--- src/rtl/fp_pkg.sv ---
// Shared types and constants for the single-precision adder front end.
// Holds the alignment FSM states and the hidden-bit rule shared by the alignment stage.
package fp_pkg;

  localparam int EXP_W     = 8;
  localparam int FRAC_W    = 23;
  localparam int SIG_W     = FRAC_W + 1;
  localparam int SHIFT_SAT = 24;

  typedef enum logic [2:0] {
    IDLE,
    LOAD,
    ALIGN,
    ADD,
    DONE
  } state_t;

  // Zero and denormal operands carry an implicit leading 0 instead of 1.
  function automatic logic hidden_bit(input logic [EXP_W-1:0] exp);
    return |exp;
  endfunction

endpackage

--- src/rtl/adder.sv ---
// Generic W-bit adder with carry-in.
// The caller widens operands when the carry out must be kept.
module adder #(
  parameter int W = 8
) (
  input  logic [W-1:0] a,
  input  logic [W-1:0] b,
  input  logic         cin,
  output logic [W-1:0] sum
);

  assign sum = a + b + {{(W-1){1'b0}}, cin};

endmodule

--- src/rtl/fp_align_shifter.sv ---
// Iterative right shifter for significand alignment: one bit per enabled cycle.
// Dropped bits are discarded with no sticky bit; busy stays high while shifts remain.
module fp_align_shifter #(
  parameter int SIG_W = 24,
  parameter int CNT_W = 5
) (
  input  logic             clk,
  input  logic             rst,
  input  logic             load,
  input  logic [SIG_W-1:0] load_val,
  input  logic [CNT_W-1:0] load_cnt,
  input  logic             en,
  output logic [SIG_W-1:0] value,
  output logic             busy
);

  logic [CNT_W-1:0] cnt;

  // NOTE: sequential state uses non-blocking assignments so every register
  // samples the pre-edge value of every other register.
  always_ff @(posedge clk or posedge rst) begin
    if (rst) begin
      value <= '0;
      cnt   <= '0;
    end else if (load) begin
      value <= load_val;
      cnt   <= load_cnt;
    end else if (en && busy) begin
      value <= value >> 1;
      cnt   <= cnt - 1'b1;
    end
  end

  assign busy = (cnt != '0);

endmodule

--- src/rtl/fp_align_add_unit.sv ---
// Exponent compare, significand alignment and magnitude add ahead of the normaliser.
// Produces the raw 25-bit significand sum and the larger exponent behind valid/ready.
module fp_align_add_unit #(
  parameter int EXP_W     = 8,
  parameter int FRAC_W    = 23,
  parameter int SHIFT_SAT = 24
) (
  input  logic                    clk,
  input  logic                    rst,
  input  logic                    in_valid,
  output logic                    in_ready,
  input  logic [EXP_W+FRAC_W:0]   a,
  input  logic [EXP_W+FRAC_W:0]   b,
  output logic                    out_valid,
  input  logic                    out_ready,
  output logic [FRAC_W+1:0]       mantissa,
  output logic [EXP_W:0]          fexp
);

  import fp_pkg::*;

  localparam int M_W = FRAC_W + 1;
  localparam int CNT_W = $clog2(SHIFT_SAT);
  localparam logic [EXP_W-1:0] SAT_LIM = EXP_W'(SHIFT_SAT);

  state_t state, state_nx;

  logic [EXP_W+FRAC_W-1:0] a_q, b_q;
  logic [EXP_W-1:0]        ea, eb, e_big, diff, e_q;
  logic [M_W-1:0]          ma, mb, m_big, m_sml, m_a, sh_val;
  logic                    swap, sat, sh_busy;
  logic [CNT_W-1:0]        ld_cnt;
  logic [M_W:0]            sum;
  logic                    unused_sign;

  // Magnitude-only addition: the normaliser forces the result sign to 0.
  assign unused_sign = a[EXP_W+FRAC_W] ^ b[EXP_W+FRAC_W];

  assign ea = a_q[EXP_W+FRAC_W-1:FRAC_W];
  assign eb = b_q[EXP_W+FRAC_W-1:FRAC_W];
  assign ma = {hidden_bit(ea), a_q[FRAC_W-1:0]};
  assign mb = {hidden_bit(eb), b_q[FRAC_W-1:0]};

  // Equal exponents keep the original operand order.
  assign swap   = (eb > ea);
  assign e_big  = swap ? eb : ea;
  assign m_big  = swap ? mb : ma;
  assign m_sml  = swap ? ma : mb;
  assign diff   = swap ? (eb - ea) : (ea - eb);
  assign sat    = (diff >= SAT_LIM);
  assign ld_cnt = sat ? '0 : diff[CNT_W-1:0];

  fp_align_shifter #(
    .SIG_W(M_W),
    .CNT_W(CNT_W)
  ) u_shifter (
    .clk     (clk),
    .rst     (rst),
    .load    (state == LOAD),
    .load_val(sat ? '0 : m_sml),
    .load_cnt(ld_cnt),
    .en      (state == ALIGN),
    .value   (sh_val),
    .busy    (sh_busy)
  );

  adder #(.W(M_W + 1)) u_add (
    .a  ({1'b0, m_a}),
    .b  ({1'b0, sh_val}),
    .cin(1'b0),
    .sum(sum)
  );

  always_ff @(posedge clk or posedge rst) begin
    if (rst) state <= IDLE;
    else     state <= state_nx;
  end

  // NOTE: every output of this block gets a default first, so no path can
  // leave it unassigned and infer a latch.
  always_comb begin
    state_nx = state;
    unique case (state)
      IDLE:    if (in_valid) state_nx = LOAD;
      LOAD:    state_nx = ALIGN;
      ALIGN:   if (!sh_busy) state_nx = ADD;
      ADD:     state_nx = DONE;
      DONE:    if (out_ready) state_nx = IDLE;
      default: state_nx = IDLE;
    endcase
  end

  always_ff @(posedge clk or posedge rst) begin
    if (rst) begin
      a_q      <= '0;
      b_q      <= '0;
      m_a      <= '0;
      e_q      <= '0;
      mantissa <= '0;
      fexp     <= '0;
    end else begin
      case (state)
        IDLE: if (in_valid) begin
          a_q <= a[EXP_W+FRAC_W-1:0];
          b_q <= b[EXP_W+FRAC_W-1:0];
        end
        LOAD: begin
          m_a <= m_big;
          e_q <= e_big;
        end
        ADD: begin
          mantissa <= sum;
          fexp     <= {1'b0, e_q};
        end
        default: ;
      endcase
    end
  end

  assign in_ready  = (state == IDLE);
  assign out_valid = (state == DONE);

endmodule

--- config.mk ---
export PLATFORM = sky130hd
export DESIGN_NAME = fp_align_add_unit
export DESIGN_NICKNAME = d
export VERILOG_FILES = /design/src/rtl/fp_pkg.sv /design/src/rtl/adder.sv /design/src/rtl/fp_align_shifter.sv /design/src/rtl/fp_align_add_unit.sv
export SDC_FILE = /design/constraint.sdc
export NUM_CORES = 1
export LEC_CHECK = 0
export CAP_MARGIN = 20
export CORE_UTILIZATION = 50
export CTS_CLUSTER_DIAMETER = 80
export DETAILED_ROUTE_END_ITERATION = 6
export PLACE_DENSITY = 0.73
export SYNTH_ARGS = -nofsm -noshare
export SYNTH_HDL_FRONTEND = slang
export SYNTH_SLANG_ARGS = --single-unit
export TNS_END_PERCENT = 5
--- constraint.sdc ---
create_clock -name clk -period 8.5 [get_ports clk]
set_input_delay 0.85 -clock clk [delete_from_list [all_inputs] [get_ports clk]]
set_output_delay 0.85 -clock clk [all_outputs]
set_load 0.05 [all_outputs]
### Gate-type map

Scale bar: 50 um.
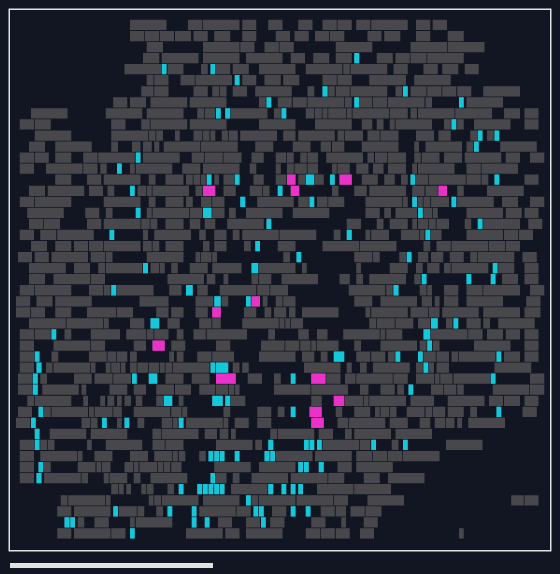
Cyan shows NAND gates, cells 128, where all over the die. Magenta shows AND and OR gates, cells 13.

### Cell outlines without signal wires

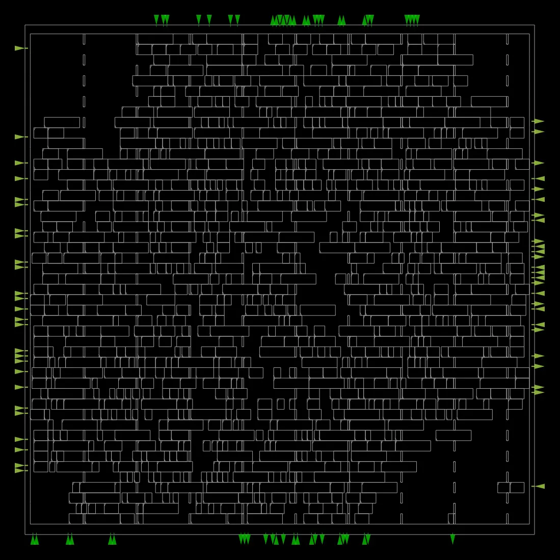
filler cell count: 1387
core occupancy in the finished layout: 61.8%
Flop Count: 159
fraction of standard cell area that is sequential: 38.7%

### Cell area per tile

13 x 13 tiles, from black (low) to pale yellow (high), 0 to 100% covered.
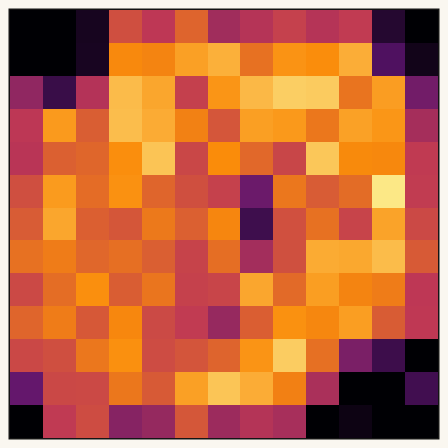
The fullest tile reaches 95%. 24% of the tiles are over 75% full. The emptiest ninth of the die: lower right. 7.1% of the tiles are nearly empty.
fp_density: 51.5%
area inside the core boundary: 16600 um^2

### Wires at chosen ports, followed through buffers

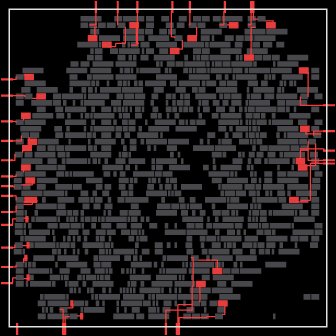
Red shows b, direction input, edge 13 left, 8 top, 6 bottom, 5 right, end cells 31, buffers 31, wire 482 um.

==> results.json <==
{
  "post_route_minimum_period_ps": 3510,
  "area.combinational_um2": 4260,
  "ant_nets": 0,
  "drcViolationCount": 0,
  "setup.worst_path.start": "a_q[27]",
  "number_of_cells_traversed_by_the_worst_register_to_register_path": 11,
  "seq_area_um2": 3980,
  "post-synth-top-count-cell": "dfrtp_1",
  "stdcell_count": 1153,
  "hold_fix_buffers_at_cts": 0,
  "comb_area_share_pct": 41.3,
  "result_of_the_run": "finished clean",
  "worst_setup_hold_path_clk_slew_ps": 70,
  "layout_top_cell": "dfrtp_1",
  "cts_inserted_buffers": 17,
  "cts.root.buffer_cell": "clkbuf_16",
  "synthesis.area_per_instance_um2": 10.2,
  "drive_above_1_share_pct": 12.9,
  "timing.setup.critical_path_class": "reg2reg",
  "synth.cellmix.adderShare_pct": 6.69,
  "final_weighted_congestion_in_routability_driven_placement": 0.888,
  "clock_latency_ps": 440,
  "hold_slack_ps": 475,
  "ys_sh_aoi_pct": 16.1,
  "area.growth.synth_to_final_pct": 20.2,
  "clk_share_pct": 5.52,
  "synth.cellmix.simpleShare_pct": 10.9,
  "n_tap_cell": 220,
  "worst_setup_path_end_kind": "flop",
  "tritoncts": "built",
  "dpl_hpwl_um": 13100,
  "min_to": "fexp[5]",
  "placement_rows": 47,
  "fin_nets": 1032,
  "yosysTopAreaCell": "dfrtp_1"
}
per-layer routing:
metal / vias to the layer above / global-route usage [%]
met4: 0 / 7.73
met2: 126 / 35.1
met3: 21 / 3.95
met1: 3072 / 31.2
li1: 3140 / -
met5: - / 0
through the flow:
step | area [um^2] | setup slack, ps
2_1_floorplan | 8570 | 3360
3_3_place_gp | 9680 | 4210
3_5_place_dp | 9700 | 4730
4_1_cts | 10300 | 4710
5_1_grt | 10300 | 4780
6_report | 10300 | 4990
state kept, by name, summed over array words and instances, names as in the netlist:
name and cells:
a_q 31, b_q 31, e_q 8, fexp 8, m_a 24, mantissa 25
state 3, u_shifter.cnt 5, u_shifter.value 24
